Fig. 1: signal wires on met1
Supply wires on this layer in grey.
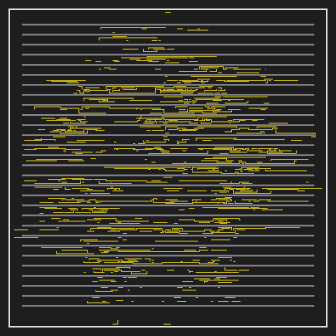
Fig. 2: zoomed window
The bar under the picture is 10 um long. Region (28, 28) to (58, 58) um. Cells in grey, sequential cells in the stronger grey; small squares are vias.
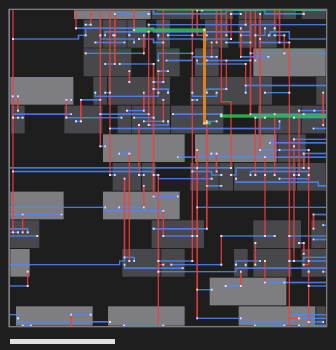
Fig. 3: wiring by layer
Two of the layers only.
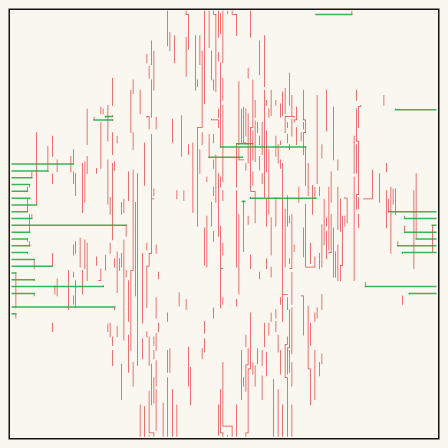
Fig. 4: wires at chosen ports, followed through buffers
The bar under the picture is 20 um long.
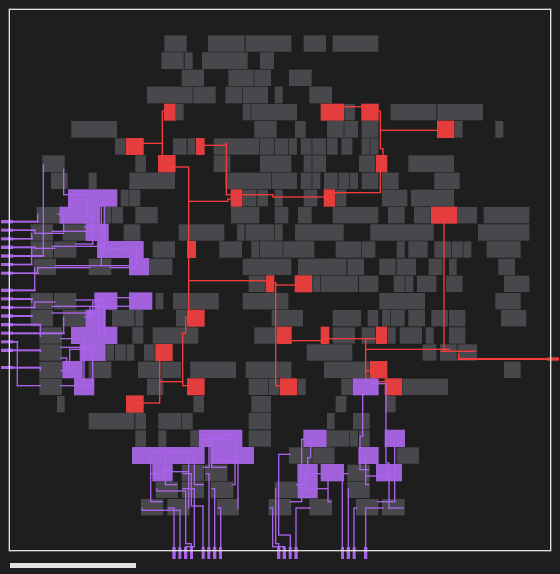
Fig. 5: clock routing
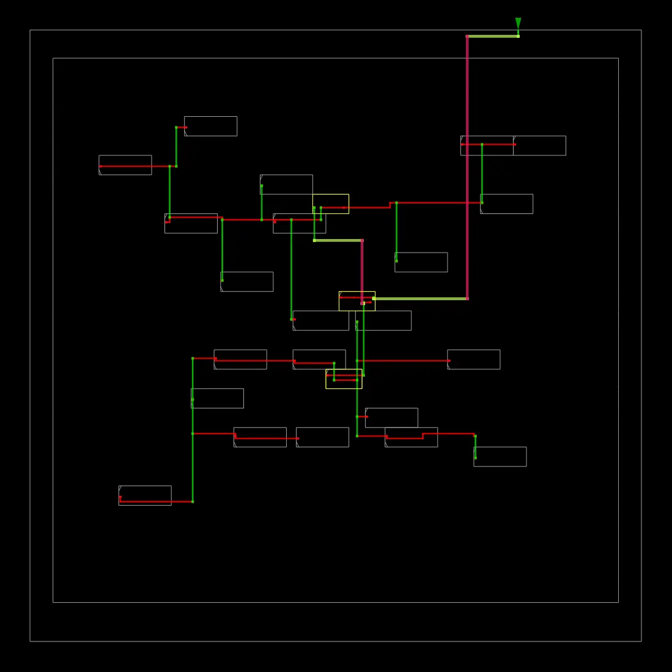
Design uart_tx_arbiter, sky130hd; sources not shown.
==> results.sh <==
# physical design summary
export IMPL_rr_worst_depth=8
export IMPL_cts_tree="built"
export IMPL_worst_setup_path_start_kind="input pin"
export IMPL_grt_pass1_vias=1700
export IMPL_edf_count=0
export IMPL_diodes=0
export IMPL_fin_crit_ns=3.109
export IMPL_synth_area_um2=1772
export IMPL_setup_violations=4
export IMPL_fp_dieH_um=85.55
export IMPL_common_cells="mux2i_1 (28), dfxtp_1 (22), nor2_1 (20), xnor2_1 (19)"
export IMPL_syn_avg_cell_area_um2=8.397
export IMPL_syn_inst=211
export IMPL_drive_above_1_share_pct=23.13
export IMPL_status="finished with violations"
export IMPL_slew_viol_final=0
export IMPL_hold_viol_final=0
export IMPL_path_class="input pin to output pin"
export IMPL_postLayoutCoreUtil_pct=44.17
export IMPL_synth_flops=22
export IMPL_topCellsByArea="dfxtp_1 (25%), mux2i_1 (16%), xnor2_1 (9.4%)"
export IMPL_rows=28
export IMPL_drc=0
export IMPL_grt_pass1_wl_um=7886
export IMPL_dp_hpwl_um=3595
export IMPL_clock_fmax_ghz=0.3216
export IMPL_r2r_slack_ns=0.47
export IMPL_filler_cell_count=623
export IMPL_fin_skew_ns=0.001768
export IMPL_placedCellCount=351
export IMPL_clk_pin_slew_ns=0.08
export IMPL_ctsHoldBuffers=0
export IMPL_yosysTopAreaCell="dfxtp_1"
export IMPL_grt_setup_unrepaired="true"
export IMPL_largest_reg_flops=9
export IMPL_min_path_type="flop to flop"
export IMPL_core_area_um2=6026
export IMPL_warnings=29
export IMPL_critPathArrivalTime_ns=2.24
export IMPL_place_ws_ns=-0.7388
export IMPL_cts_buffers=3
export IMPL_power_per_cell_area_nw_per_um2=826.0
export IMPL_viasPerCell=4.739
export IMPL_fp_util_pct=29.40
export IMPL_stdcell_count=356
export IMPL_maxCapViolations=0
export IMPL_ys_types=35
export IMPL_area_growth_pct=50.21
export IMPL_synth_warnings=0
export IMPL_grt_max_degree=24
export IMPL_nets=329
export IMPL_clock_sinks=22
export IMPL_peakVddDrop_mv=0.4975
export IMPL_worstMarginPinSlew_ns=1.192
export IMPL_worst_slack_ns=-0.2091
export IMPL_yosysTopAreaCellShare_pct=24.86
export IMPL_ys_chip_area_um2=1772
export IMPL_globalplace_congestion=0.8080
export IMPL_violations="negative setup slack"
export IMPL_p_leak_nw=1.100
export IMPL_chip_area_um2=7318
export IMPL_yosys_cells=211
export IMPL_dr_pass1_iters=4
export IMPL_die_w_um=85.55
export IMPL_cts_path_max_buffers=2
export IMPL_synth_nets=257
export IMPL_crit_path_max_fanout=5
export IMPL_ys_flop_type="dfxtp_1"
export IMPL_whs_path_depth=2
export IMPL_first_iter_violations=64
export IMPL_htreeDepth=1
export IMPL_root_buffer="clkbuf_8"
export IMPL_overflow=0
export IMPL_synth_async_reset_ratio_pct=0
export IMPL_top_cell="mux2i_1"
export IMPL_ant_nets=0
export IMPL_relSlewSlack_pct=20.86
export IMPL_worstSetupEndpointType="output pin"
export IMPL_finalClockPeriodUsage_pct=107.2
export IMPL_postSynthSeqShare_pct=24.86
export IMPL_critical_path_required_ns=2.03
export IMPL_antenna_found_initial=0
## Picture notes: Fig. 1
main direction: horizontal
nets with wire on the layer: 285
share of all routed wire: 49%
longest straight run: 23.5 um
GR Layer Usage met1: 17.66%
WL final: 4615 um
Vias: 1687

## Picture notes: Fig. 2
legend:
  met3:
    colour: green
  met4:
    colour: orange
  met1:
    colour: blue
  met2:
    colour: red
cells with their middle in the window: 47
most frequent: dfxtp_1 (8), nor2_1 (7), mux2i_1 (4)
sequential cells in the window: 10

## Picture notes: Fig. 3
legend:
  met3:
    colour: green
    wire_length: 262 um
  met2:
    colour: red
    wire_length: 2030 um
total track usage: 13.03%
Routed WL per cell: 12.96 um

## Picture notes: Fig. 4
legend:
  `req_data`:
    colour: purple
    bits: 32
    direction: input
    end_cells: 32
    buffers: 32
    wire: 661 um
  `reset`:
    colour: red
    bits: 1
    direction: input
    end_cells: 24
    buffers: 2
    wire: 277 um
Port-buffer cells: 60
# IOs: 61

## Picture notes: Fig. 5
clk pwr: 192 uW
num sequential: 22
Clock Latency Late Sink: 0.26 ns
CLK BUF: 3

## stage by stage
| step | TNS (ns) | power, mW | instance area [um^2] | hold slack [ns] |
|---|---|---|---|---|
| 2_1_floorplan | -2.504 | 1.629 | 1831 | 0.4498 |
| 3_3_place_gp | -6.722 | 2.006 | 2592 | 0.4396 |
| 3_5_place_dp | -7.137 | 2.010 | 2592 | 0.4428 |
| 4_1_cts | -0.7779 | 2.238 | 2670 | 0.4557 |
| 5_1_grt | -0.9030 | 2.345 | 2661 | 0.4983 |
| 6_report | -0.7354 | 2.198 | 2661 | 0.4484 |
## final cells by class
cell class / instances / area, um^2 / area share, %
inverters: 5 / 18.77 / 0.7052
repair buffers: 81 / 764.5 / 28.73
multi-input cells: 170 / 1300 / 48.85
well taps: 75 / 93.84 / 3.526
flip-flops and latches: 22 / 442.9 / 16.64
clock buffers: 3 / 41.29 / 1.551
## power by group
group / internal (mW) / switching [mW]
combinational: 0.515 / 1.01
sequential: 0.395 / 0.0831
clock: 0.0928 / 0.0991
total: 1.00 / 1.20
## routing by layer
layer  track usage, %  vias to the layer above  part of all wire (%)
li1                 -                      885                     -
met1            17.66                      753                    49
met2            21.26                       45                    44
met3            2.402                        4                   5.7
met4            3.453                        0                  0.98
met5                0                        -                     0
## cell families (layout without fill, tap and decap cells)
kind of cell | count (synthesis) | count (layout) | synth area share (%)
xor+xnor | 19 | 19 | 9.393
mux | 37 | 37 | 22.18
simple gates | 69 | 69 | 21.61
flops | 22 | 22 | 24.86
buf+inv | 19 | 89 | 5.155
compound gates | 42 | 42 | 14.69
fa+ha+maj | 3 | 3 | 2.119
## cells in the final DEF (no fill, tap or decap), drive strengths merged
master / synthesis / routed
a211o: 1 / 1
a211oi: 3 / 3
a21o: 1 / 1
a21oi: 13 / 13
a31oi: 2 / 2
a32oi: 1 / 1
a41oi: 1 / 1
and3: 2 / 2
buf: 5 / 35
clkbuf: 9 / 11
clkdlybuf4s50: 0 / 36
dfxtp: 22 / 22
dlygate4sd2: 0 / 1
dlygate4sd3: 0 / 1
ha: 3 / 3
inv: 5 / 5
mux2: 8 / 8
mux2i: 28 / 28
mux4: 1 / 1
nand2: 11 / 11
nand2b: 8 / 8
nand3: 2 / 2
nand3b: 10 / 10
nand4: 1 / 1
nor2: 21 / 21
nor2b: 3 / 3
nor3: 4 / 4
nor3b: 2 / 2
nor4: 1 / 1
o21ai: 20 / 20
or3: 3 / 3
or4: 1 / 1
xnor2: 19 / 19
## critical path, cell delays in order
cell and delay (ns):
buf_8 0.08, mux4_2 0.24, a21oi_2 0.05, or4_4 0.42, buf_6 0.15, nor3b_4 0.23
buf_12 0.20
## timing repair
action,4_1_cts,5_1_grt
setup endpoints to repair,18,7
endpoints found under the hold margin,0,0
buffers inserted,1,1
pin swaps,5,7
gates resized,30,5
No activity file was given, so power comes from the tool's default toggle rates.
